`src/rtl/sipo_deser_if.sv`:
```
// ----------------------------------------------------------------------------
// Module   : sipo_deser_if
// Brief    : Serial input and word-wide valid/ready output bundle for sipo_deser
// Revision : 1.0 - initial release
// ----------------------------------------------------------------------------
`default_nettype none

interface sipo_deser_if #(
  parameter int WIDTH = 8
);
  localparam int CW = $clog2(WIDTH + 1);

  logic             si;
  logic             si_en;
  logic             sync;
  logic [WIDTH-1:0] po;
  logic             po_valid;
  logic             po_ready;
  logic [CW-1:0]    bit_cnt;
  logic             overrun;

  modport slave (
    input  si, si_en, sync, po_ready,
    output po, po_valid, bit_cnt, overrun
  );

  modport master (
    output si, si_en, sync, po_ready,
    input  po, po_valid, bit_cnt, overrun
  );
endinterface

`default_nettype wire

```
`src/rtl/sipo_deser.sv`:
```
// ----------------------------------------------------------------------------
// Module   : sipo_deser
// Brief    : Serial-in/parallel-out deserialiser with holding register and overrun flag
// Revision : 1.0 - initial release
// ----------------------------------------------------------------------------
`default_nettype none

module sipo_deser #(
  parameter int WIDTH     = 8,
  parameter bit MSB_FIRST = 1'b0
) (
  input  wire             clk,
  input  wire             rst,
  sipo_deser_if.slave     bus
);
  localparam int            CW   = $clog2(WIDTH + 1);
  localparam logic [CW-1:0] LAST = CW'(WIDTH - 1);

  logic [WIDTH-1:0] sr_q, sr_d;
  logic [WIDTH-1:0] po_q, po_d;
  logic             po_valid_q, po_valid_d;
  logic [CW-1:0]    bit_cnt_q, bit_cnt_d;
  logic             overrun_q, overrun_d;
  logic [WIDTH-1:0] shift_val;
  logic             shift_en;
  logic             complete;

  generate
    if (MSB_FIRST) begin : g_msb_first
      assign shift_val = {sr_q[WIDTH-2:0], bus.si};
    end else begin : g_lsb_first
      assign shift_val = {bus.si, sr_q[WIDTH-1:1]};
    end
  endgenerate

  // sync suppresses both shifting and completion on its edge
  assign shift_en = bus.si_en && !bus.sync;
  assign complete = shift_en && (bit_cnt_q == LAST);

  always_comb begin
    sr_d       = sr_q;
    po_d       = po_q;
    po_valid_d = po_valid_q;
    bit_cnt_d  = bit_cnt_q;
    overrun_d  = overrun_q;

    if (po_valid_q && bus.po_ready) begin
      po_valid_d = 1'b0;
    end

    if (bus.sync) begin
      bit_cnt_d = '0;
    end else if (shift_en) begin
      sr_d      = shift_val;
      bit_cnt_d = complete ? '0 : bit_cnt_q + 1'b1;
    end

    // A completing word may replace one being accepted on the same edge
    if (complete) begin
      if (!po_valid_q || bus.po_ready) begin
        po_d       = shift_val;
        po_valid_d = 1'b1;
      end else begin
        overrun_d  = 1'b1;
      end
    end
  end

  always_ff @(posedge clk) begin
    if (rst) begin
      sr_q       <= '0;
      po_q       <= '0;
      po_valid_q <= 1'b0;
      bit_cnt_q  <= '0;
      overrun_q  <= 1'b0;
    end else begin
      sr_q       <= sr_d;
      po_q       <= po_d;
      po_valid_q <= po_valid_d;
      bit_cnt_q  <= bit_cnt_d;
      overrun_q  <= overrun_d;
    end
  end

  assign bus.po       = po_q;
  assign bus.po_valid = po_valid_q;
  assign bus.bit_cnt  = bit_cnt_q;
  assign bus.overrun  = overrun_q;

endmodule

`default_nettype wire
```
`src/flat_wrapper.sv`:
```
// flat-port wrapper written by rule: the top's interface ports become plain ports
module sipo_deser_flat 
#(
  parameter int WIDTH     = 8,
  parameter bit MSB_FIRST = 1'b0
)
  (clk, rst, bus_si, bus_si_en, bus_sync, bus_po_ready, bus_po, bus_po_valid, bus_bit_cnt, bus_overrun);
  sipo_deser_if #(.WIDTH(WIDTH)) bus_i ();
  input  wire clk;
  input  wire rst;
  input wire logic [$bits(bus_i.si)-1:0] bus_si;
  input wire logic [$bits(bus_i.si_en)-1:0] bus_si_en;
  input wire logic [$bits(bus_i.sync)-1:0] bus_sync;
  input wire logic [$bits(bus_i.po_ready)-1:0] bus_po_ready;
  output wire logic [$bits(bus_i.po)-1:0] bus_po;
  output wire logic [$bits(bus_i.po_valid)-1:0] bus_po_valid;
  output wire logic [$bits(bus_i.bit_cnt)-1:0] bus_bit_cnt;
  output wire logic [$bits(bus_i.overrun)-1:0] bus_overrun;
  assign bus_i.si = bus_si;
  assign bus_i.si_en = bus_si_en;
  assign bus_i.sync = bus_sync;
  assign bus_i.po_ready = bus_po_ready;
  assign bus_po = bus_i.po;
  assign bus_po_valid = bus_i.po_valid;
  assign bus_bit_cnt = bus_i.bit_cnt;
  assign bus_overrun = bus_i.overrun;
  sipo_deser #(.WIDTH(WIDTH), .MSB_FIRST(MSB_FIRST)) u_core (.clk(clk), .rst(rst), .bus(bus_i));
endmodule
```
`config.mk`:
```
export PLATFORM = sky130hd
export DESIGN_NAME = sipo_deser_flat
export DESIGN_NICKNAME = d
export VERILOG_FILES = /design/src/rtl/sipo_deser_if.sv /design/src/rtl/sipo_deser.sv /design/src/flat_wrapper.sv
export SDC_FILE = /design/constraint.sdc
export NUM_CORES = 1
export LEC_CHECK = 0
export CAP_MARGIN = 25
export CORE_MARGIN = 1.5
export CORE_UTILIZATION = 25
export CTS_CLUSTER_SIZE = 25
export DETAILED_ROUTE_END_ITERATION = 10
export PLACE_DENSITY = 0.42
export SLEW_MARGIN = 20
export SYNTH_ARGS = -nofsm -noshare
export SYNTH_HDL_FRONTEND = slang
export SYNTH_SLANG_ARGS = --single-unit
```
`constraint.sdc`:
```
create_clock -name clk -period 3 [get_ports clk]
set_input_delay 0.3 -clock clk [delete_from_list [all_inputs] [get_ports clk]]
set_output_delay 0.3 -clock clk [all_outputs]
set_load 0.01 [all_outputs]
```
### Cells colored by class, run 1

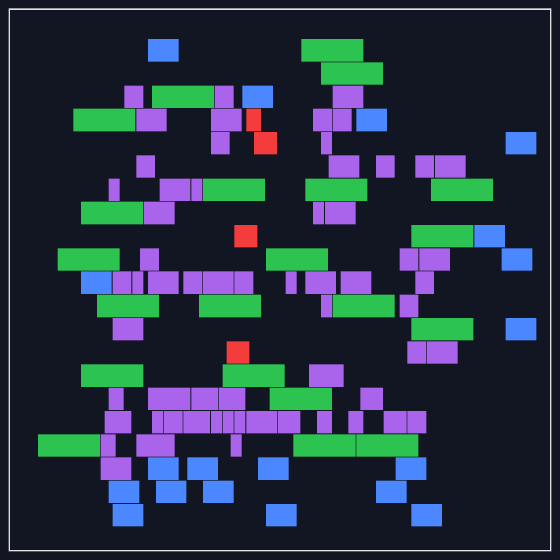
class	color	cells
all other logic	purple	61
flip-flops	green	21
clock drivers and dummy loads	red	4
other buffers and delay cells	blue	19
fin util: 0.333
sequential share of cell area: 0.369

### Floorplan with the power grid, run 1

Bar = 20 µm. Pins as bars on the die edge.
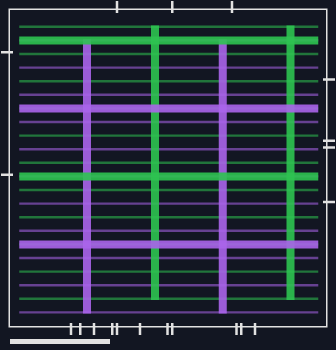
net	color
VSS	purple
VDD	green
met4 straps	4
met5 straps	4
Core Footprint: 3420 µm²
Die Y-Extent: 63.2 µm

### Routed clock nets over the placement, run 1

Bar = 20 µm.
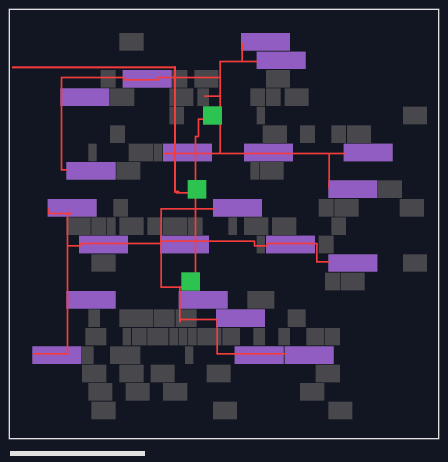
[clock wires] red | length: 290 µm
[flip-flops] purple | count: 21
[cells driving clock nets] green | count: 3
flops lie	spread over the die
routed clock nets	4
Clk pwr share: 0.303
Clk power: 136 µW
later-pin clock latency in the skew report: 0.30 ns
clk_skew: 0.0104 ns

### Metal layers overlaid, run 1

Bar = 20 µm.
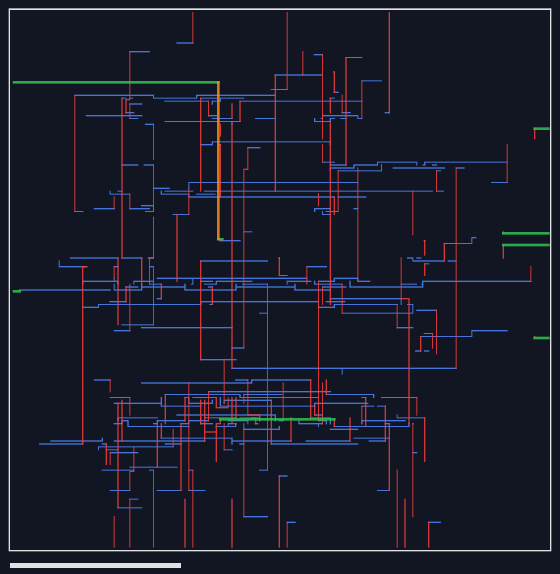
layer	color	wire length
met4	orange	18.4 µm
met3	green	52.0 µm
met2	red	706 µm
met1	blue	855 µm
WL/cell: 10.8 µm
drt total wl: 1630 µm
via count: 610
Tot GR Track Use: 0.0849

==> run notes, run 1 <==
impl run done, here's what came out: IO Port Bufs 19, DR pass1 iterations 5, WP buf/inv 1, CP max stage cell clkdlybuf4s50_1, max_cap viols 0, Synth top area share 0.464, crit-path max cell delay between 0.5 and 0.6 ns, PD cells 394 nW/µm², RSZ-0062 raised after global routing no, CTS sink cnt 21, largest delay contributor family on the critical path buffers and inverters, Non-Filler Instances 151, # resized after CTS 0, status completed, Setup crit end kind output pin, cells after synthesis 87, type of the worst min-delay path flop to flop, number of routed nets with antenna violations 0, layout cells sized above 1 0.0667, aoi share 0.0235, max reg flops 8, yosys warns 0, syn_nets between 90 and 100, post-route setup TNS 0 ns, Via-to-Cell Ratio 4.04, Final WS setup 1.37 ns, CP Cell Sequence clkdlybuf4s50_1, Placed Area 1110 µm², WP data arrival 1.33 ns, placed cells ~150, Post-Layout Inst Area ~1100 µm², yosys xor share 0.00967, register share after synthesis 0.464, Synth area leader dfxtp_1, WHS 0.475 ns, distinct lib cells 22, DRT iter0 DRCs 10, EDFF count, synth 0, Die Size 3990 µm², Worst-path clk slew 0.12 ns, CTS Buf Count 3, tool warnings 26, Top Ports 20, yosys cell count 87, adder share 0.0138, Mapped Area around 910 µm², type of origin of the critical path flop, Fin. Hold Viols 0, top cells by count, synth 21 x dfxtp_1, 17 x mux2i_1, 17 x nand2b_1, 9 x nor2_1, synth-to-layout area growth 25.7%, Die W 63.2 µm, Cell area leaders dfxtp_1 46%, mux2i_1 19%, nand2b_1 12%, nor2_1 3.7%, buf_12 2.2%, fin crit period 1.63 ns, # hold bufs at CTS 0, drt drc 0, global-route wire length before repair 2660 µm, largest fanout on the critical path 5, yosys stat area 906 µm², comb area leader simple AND/OR/NAND/NOR gates, Mux area share 0.188, vias in the first global route 568, num rows 21, nets approximately 110, antenna cells 0, Worst slew margin 0.449, Synth Area per Inst 10.4 µm², leak pwr 0.394 nW, Final Cycle Share 0.543, initial antenna violation count 0, post-synthesis async set-or-reset flop share 0, CTS H-tree lvls 1, Synth Area in Simple Gates 0.254, setup bufs post-CTS 0, CTS tree built, fmax 0.614 GHz, pin count of the biggest net entering global routing 31, final tally of max-slew violations 0, Yosys reg bits 21, RePlAce Congestion between 0.6 and 0.7, final setup fails 0, DP HPWL 1160 µm, Req. time, crit path 2.70 ns, worst slew pin tran 0.824 ns, total gr overflow 0, dpl ws 1.05 ns, critical path class flop to output pin, floorplan utilization 0.265, most numerous cell in the Yosys netlist dfxtp_1, main flop type dfxtp_1, Max IR drop VDD between 0.0001 and 0.00015 V, overall power approximately 450 µW, CTS max path bufs 2, CTS Root Cell clkbuf_4
## run 1: final timing paths
check                              from               end  slack (ns)  depth (start not counted)
setup / recovery  u_core.bus.bit_cnt[2]    bus_bit_cnt[2]        1.37                          1
hold / removal         u_core.bus.po[7]  u_core.bus.po[7]        0.47                          2
setup reg to reg  u_core.bus.bit_cnt[0]  u_core.bus.po[2]        1.58                          4
hold reg to reg        u_core.bus.po[7]  u_core.bus.po[7]        0.47                          2
## run 1: cell type report
class,count,area [µm²]
Timing Repair Buffer,19,190
Tap cell,46,57.6
Sequential cell,21,420
Multi-Input combinational cell,61,443
Fill cell,362,2280
Clock inverter,1,5.00
Clock buffer,3,22.5
## run 1: power breakdown
| group | leakage, nW | switching [mW] | internal [mW] |
|---|---|---|---|
| clock | 0.0177 | 0.0860 | 0.0497 |
| combinational | 0.207 | 0.0134 | 0.0167 |
| sequential | 0.169 | 0.00190 | 0.281 |
| total | 0.394 | 0.101 | 0.347 |
## run 1: per-layer routing
| metal | up-vias | wire length, µm | track usage |
|---|---|---|---|
| met3 | 2 | 51 | 0.0214 |
| met2 | 8 | 705 | 0.118 |
| met1 | 274 | 855 | 0.121 |
| met5 | - | 0 | 0 |
| li1 | 326 | - | - |
| met4 | 0 | 18 | 0.0408 |
## run 1: layout by cell type, fill, tap and decap left out, drive strengths merged
cell type / n
and4: 1
dfxtp: 21
nor2b: 1
clkbuf: 3
nor2: 9
nand3: 1
nor3: 2
o31ai: 1
nand2b: 17
or2b: 1
mux2i: 17
clkinv: 1
nand2: 3
and2b: 2
nand4: 1
ha: 1
a22o: 1
clkdlybuf4s50: 19
xor2: 1
nor4b: 1
a21oi: 1
## run 1: tightest hold or removal path, delay by kind of cell (launching register included)
kind             cells  cell delay, ns
flip-flops           1            0.33
multiplexers         1            0.05
AND/OR/NAND/NOR      1            0.06
==> run 2, diff against run 1 <==
--- a/config.mk
+++ b/config.mk
@@ -10,7 +10,7 @@
 export CORE_UTILIZATION = 25
 export CTS_CLUSTER_SIZE = 25
 export DETAILED_ROUTE_END_ITERATION = 10
-export PLACE_DENSITY = 0.42
+export PLACE_DENSITY = 0.44
 export SLEW_MARGIN = 20
 export SYNTH_ARGS = -nofsm -noshare
 export SYNTH_HDL_FRONTEND = slang
==> constraint.sdc (replaced) <==
create_clock -name clk -period 1.4 [get_ports clk]
set_input_delay 0.14 -clock clk [delete_from_list [all_inputs] [get_ports clk]]
set_output_delay 0.14 -clock clk [all_outputs]
set_load 0.01 [all_outputs]
### Floorplan with the power grid, run 2

Bar = 20 µm. Pins as bars on the die edge.
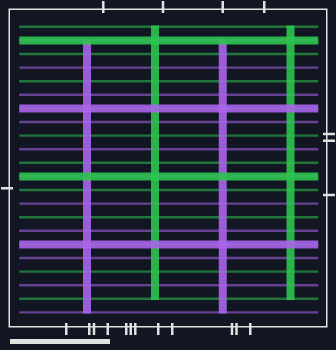
net	color
VDD	green
VSS	purple
met5 straps	4
signal pins	20
Max IR drop VDD: 0.000466 V
Die W: 63.2 µm

==> run 2 against run 1 <==
- combinational power rose to 2.6 times the previous value
- clock skew is 0.0060 ns lower
- sequential power is 110% higher
- register-to-register slack lost 1.5 ns
- via count is 8.7% higher
- clock-buffer cell count unchanged
- flip-flop count unchanged
- final cell count is 4.6% higher
- synthesized cell count unchanged
- first-iteration DRC count rose by 60%
- die size did not move
- worst hold slack got worse by 0.039 ns
- critical path type unchanged
- critical endpoint unchanged
- largest power group unchanged
==> run notes, run 2 <==
impl run done, here's what came out: type of the worst min-delay path primary input to flop, status completed, WL/cell 10.6 µm (-1.8%), CTS tree built, DRT iter0 DRCs 16 (+6), Clk power 292 µW (+110%), # fillers 364 (+0.55%), clk_skew 0.00441 ns (-0.00603 ns), top cells by count, synth 21 x dfxtp_1, 17 x mux2i_1, 17 x nand2b_1, 9 x nor2_1, final tally of max-slew violations 0 (unchanged), CTS Root Cell clkbuf_4, syn_nets 94 (unchanged), sequential power 603 µW (+110%), aoi share 0.0235 (unchanged), fmax between 0.7 and 0.8 GHz, Tot GR Track Use 0.0917 (+0.00673), num rows 21 (unchanged), Synth top area share 0.464 (unchanged), CP Cell Sequence clkdlybuf4s50_1, Synth Area per Inst 10.4 µm² (unchanged), Req. time, crit path 1.26 ns (-1.44 ns), worst slew pin tran 0.266 ns (-0.558 ns), floorplan utilization 0.265 (unchanged), adder share 0.0138 (unchanged), DR pass1 iterations 4 (-1), largest delay contributor family on the critical path buffers and inverters, pin count of the biggest net entering global routing 24 (-23%), synth-to-layout area growth 32.2%, WP data arrival 1.22 ns (-0.11 ns), leak pwr 0.481 nW (+22%), yosys stat area 906 µm² (unchanged), type of origin of the critical path flop, antenna cells 0 (unchanged), Mux area share 0.188 (unchanged), CTS Buf Count 3 (unchanged), post-route setup TNS 0 ns (unchanged), post-synthesis async set-or-reset flop share 0 (unchanged), Die Size 3990 µm² (unchanged), sw frac 0.227 (+0.00130), Clk pwr share 0.300 (-0.003), number of routed nets with antenna violations 0 (unchanged), Setup crit end kind output pin, max reg flops 8 (unchanged), later-pin clock latency in the skew report 0.30 ns (about the same), total gr overflow 0 (unchanged), crit-path max cell delay 0.53 ns (-0.04 ns), RSZ-0062 raised after global routing no, final setup fails 0 (unchanged), Fin. Hold Viols 0 (unchanged), max_cap viols 0 (unchanged), yosys cell count 87 (unchanged), worst r2r path cells 4 (unchanged), drt total wl 1680 µm (+2.8%), Top Ports 20 (unchanged), Cell area leaders dfxtp_1 46%, mux2i_1 19%, nand2b_1 12%, nor2_1 3.7%, buf_12 2.2%, dominant logic cell type in the layout dfxtp_1, P_comb 78.2 µW (+160%), Mapped Area 906 µm² (unchanged), register share after synthesis 0.464 (unchanged), RePlAce Congestion 0.760 (+24%), cells after synthesis 87 (unchanged), global-route wire length before repair 2860 µm (+7.5%), CTS H-tree lvls 1 (unchanged), nets 120 (+6.2%), yosys xor share 0.00967 (unchanged), Worst slew margin 0.820 (+0.371), drt drc 0 (unchanged)
## run 2: path summary, 6_finish.rpt
path                               from          endpoint  slack [ns]
hold / removal                   bus_si  u_core.bus.po[7]        0.44
hold reg to reg        u_core.bus.po[6]  u_core.bus.po[6]        0.48
setup reg to reg  u_core.bus.bit_cnt[0]  u_core.bus.po[4]        0.11
setup / recovery  u_core.bus.bit_cnt[2]    bus_bit_cnt[2]        0.04
## run 2: metrics by stage
stage                     power, mW  cell area (µm²)  hold slack (ns)
after floorplan               0.659              906            0.217
after global placement        0.698             1160            0.453
after detailed placement      0.698             1160            0.464
after CTS                     0.996             1190            0.434
after global routing           1.03             1200            0.469
final                         0.972             1200            0.436
## run 2: what timing repair did
action	4_1_cts	5_1_grt
gates cloned	0	0
hold endpoints to repair	0	0
buffers inserted	0	0
setup endpoints to repair	4	2
resized	6	2
## run 2: cell type report
type	count	area [µm²]	area share
Multi-Input combinational cell	61	443	0.370
Sequential cell	21	425	0.355
Timing Repair Buffer	26	244	0.204
Tap cell	46	57.6	0.0481
Clock buffer	3	22.5	0.0188
Clock inverter	1	5.00	0.00418
## run 2: layer usage
| layer | vias to the layer above | part of all wire | GRT usage |
|---|---|---|---|
| met5 | - | 0 | 0 |
| met4 | 0 | 0.016 | 0.0571 |
| met3 | 2 | 0.021 | 0.0196 |
| met2 | 6 | 0.46 | 0.141 |
| met1 | 314 | 0.50 | 0.116 |
| li1 | 341 | - | - |
## run 2: logic make-up (layout without fill, tap and decap cells)
logic type,Yosys count,in the layout
and+or+nand+nor,39,39
buffers and inverters,5,30
muxes,17,17
DFF,21,21
AOI/OAI and AO/OA,3,3
adders and majority gates,1,1
xor gates and xnor gates,1,1
==> run 3, diff against run 2 <==
--- a/config.mk
+++ b/config.mk
@@ -11,6 +11,8 @@
 export CTS_CLUSTER_SIZE = 25
 export DETAILED_ROUTE_END_ITERATION = 10
 export PLACE_DENSITY = 0.44
+export RECOVER_POWER = 50
+export SKIP_CTS_REPAIR_TIMING = 1
 export SLEW_MARGIN = 20
 export SYNTH_ARGS = -nofsm -noshare
 export SYNTH_HDL_FRONTEND = slang
### Routed clock nets over the placement, run 3

Bar = 20 µm.
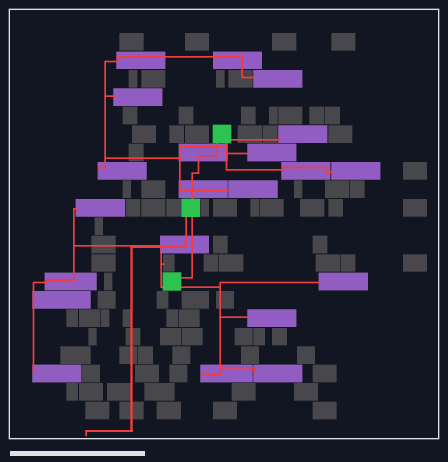
[cells driving clock nets] green | count: 3
[flip-flops] purple | count: 21
[clock wires] red | length: 286 µm
routed clock nets	4
clk_skew: 0.00422 ns
Clk power: 292 µW

==> run 3 against run 2 <==
- maximum frequency fell by 0.18%
- synthesized cell count did not move
- setup slack got worse by 0.0025 ns
- wire length rose by 1.1%
- flip-flop count did not move
- die size did not move
- register-to-register slack barely moved
- clock skew barely moved
- critical path type unchanged
- global-route usage fell by 0.075 points
- final cell count did not move
==> run notes, run 3 <==
impl run done, here's what came out: status completed, fin util 0.348, commonest cells after routing, fill and taps aside 18 x dfxtp_1, 17 x mux2i_1, 17 x nand2b_1, Tot GR Track Use 0.0909 (-0.000751), Setup crit end kind output pin, WP buf/inv 1, largest delay contributor family on the critical path buffers and inverters, Die Y-Extent between 60 and 70 µm, drt drc 0 (unchanged), Core Footprint 3420 µm², floorplan utilization 0.265 (unchanged), pin count of the biggest net entering global routing 24 (unchanged), CTS Root Cell clkbuf_4, cells after synthesis 87 (unchanged), DP HPWL 1230 µm, register share after synthesis 0.464 (unchanged), nets 120 (unchanged), yosys warns 0, num rows 21 (unchanged), total gr overflow 0 (unchanged), CP Cell Sequence clkdlybuf4s50_1, M1 GR Usage 0.116 (unchanged), type of origin of the critical path flop, post-route setup TNS 0 ns (unchanged), WL/cell 10.7 µm (+1.1%), aoi share 0.0235 (unchanged), r2r setup slk 0.11 ns (about the same), grt met3 use 0.0196 (unchanged), CTS tree built, comb area leader simple AND/OR/NAND/NOR gates, Cell area leaders dfxtp_1 46%, mux2i_1 19%, nand2b_1 12%, nor2_1 3.7%, buf_12 2.2%, Max IR drop VDD 0.000471 V (+1.0%), EDFF count, synth 0, yosys stat area 906 µm² (unchanged), Final WS setup 0.0404 ns, Synth Area in Simple Gates 0.254, critical path class flop to output pin, Yosys reg bits 21, CTS sink cnt 21, CTS max path bufs 2, DRT iter0 DRCs 16 (unchanged), antenna cells 0 (unchanged), crit-path max cell delay 0.53 ns (about the same), CP endpoint bus_bit_cnt[2], distinct lib cells 22, initial antenna violation count 0, CTS H-tree lvls 1 (unchanged), RSZ-0062 raised after global routing no, gr busiest metal met2, dominant logic cell type in the layout dfxtp_1, Die Size 3990 µm² (unchanged), Synth area leader dfxtp_1, Req. time, crit path 1.26 ns (about the same), main flop type dfxtp_1, global-route wire length before repair 2840 µm (-0.73%), yosys cell count 87 (unchanged), final setup fails 0 (unchanged), layout cells sized above 1 0.143, Non-Filler Instances ~160, leak pwr 0.439 nW (-8.8%), worst r2r path cells 4 (unchanged), top cells by count, synth 21 x dfxtp_1, 17 x mux2i_1, 17 x nand2b_1, 9 x nor2_1, worst slew pin tran 0.288 ns (+0.0211 ns), IO Port Bufs 19, Top Ports 20 (unchanged), Mux area share 0.188 (unchanged), number of routed nets with antenna violations 0 (unchanged), max reg flops 8 (unchanged), post-synthesis async set-or-reset flop share 0 (unchanged), fin crit period around 1.4 ns, Die W 63.2 µm (unchanged), type of the worst min-delay path primary input to flop, Gate Area 435 µm² (-1.7%), Worst slew margin 0.808 (-0.0120), synth-to-layout area growth 31.4%, Mapped Area 906 µm² (unchanged), worst r2r src u_core.bus.bit_cnt[0], Final Cycle Share 0.971, largest fanout on the critical path 5, most numerous cell in the Yosys netlist dfxtp_1, placed cells 154, DR pass1 iterations 4 (unchanged), dpl ws -0.0179 ns, Synth top area share 0.464 (unchanged), Synth Area per Inst 10.4 µm² (unchanged), WP data arrival 1.22 ns (about the same), max_cap viols 0 (unchanged), via count 663, Reg area 427 µm² (+0.29%), yosys xor share 0.00967 (unchanged), Fin. Hold Viols 0 (unchanged), adder share 0.0138 (unchanged), RePlAce Congestion 0.760 (unchanged), met2 Track Usage GR 0.138 (-0.00266), PD cells 815 nW/µm², syn_nets 94 (unchanged), Worst-path clk slew 0.12 ns, CP max stage cell clkdlybuf4s50_1, fmax 0.736 GHz (-0.18%), overall power 970 µW (-0.27%), CP Depth 1, vias in the first global route 617, final tally of max-slew violations 0 (unchanged), CTS Buf Count 3 (unchanged), Via-to-Cell Ratio 4.20, later-pin clock latency in the skew report 0.30 ns (about the same), # fillers 368 (+1.1%), tool warnings 26, drt total wl 1700 µm (+1.1%), CP Launch Point u_core.bus.bit_cnt[2], RR Endpoint u_core.bus.po[5]
## run 3: area by class of cell
cell class / instances / share of cell area
multi-input combinational: 61 / 0.366
sequential: 21 / 0.359
timing repair buffer: 26 / 0.204
tap: 46 / 0.0484
clock buffer: 3 / 0.0189
clock inverter: 1 / 0.00421
## run 3: worst min-delay path by stage
stage	start	end	cells past startpoint
floorplan	bus_sync	u_core.bus.bit_cnt[1]	1
finish	bus_si	u_core.bus.po[7]	3
CTS	bus_si	u_core.bus.po[7]	3
global placement	u_core.bus.overrun	u_core.bus.overrun	2
global route	bus_si	u_core.bus.po[7]	3
detailed placement	u_core.bus.po[7]	u_core.bus.po[7]	2
## run 3: stage by stage
step | hold slack, ns | instance area [µm²]
final | 0.436 | 1190
after global routing | 0.469 | 1190
after CTS | 0.434 | 1190
after detailed placement | 0.464 | 1160
after global placement | 0.453 | 1160
after floorplan | 0.217 | 906
## run 3: layer usage
| layer | share of wire | wire (µm) |
|---|---|---|
| met5 | 0 | 0 |
| met4 | 0.016 | 27 |
| met3 | 0.022 | 37 |
| met2 | 0.46 | 784 |
| met1 | 0.50 | 846 |
## run 3: logic make-up after synthesis
family,after synthesis
muxes,17
buffers and inverters,5
and+or+nand+nor,39
AOI/OAI and AO/OA,3
DFF,21
adders and majority gates,1
xor gates and xnor gates,1
## run 3: report_power, final
part | total (mW) | switching (mW) | internal, mW | leakage (nW)
clock network | 0.292 | 0.186 | 0.106 | 0.0177
logic | 0.0754 | 0.0323 | 0.0430 | 0.250
registers | 0.603 | 0.00285 | 0.600 | 0.171
Power is estimated from default activity; no workload was simulated.
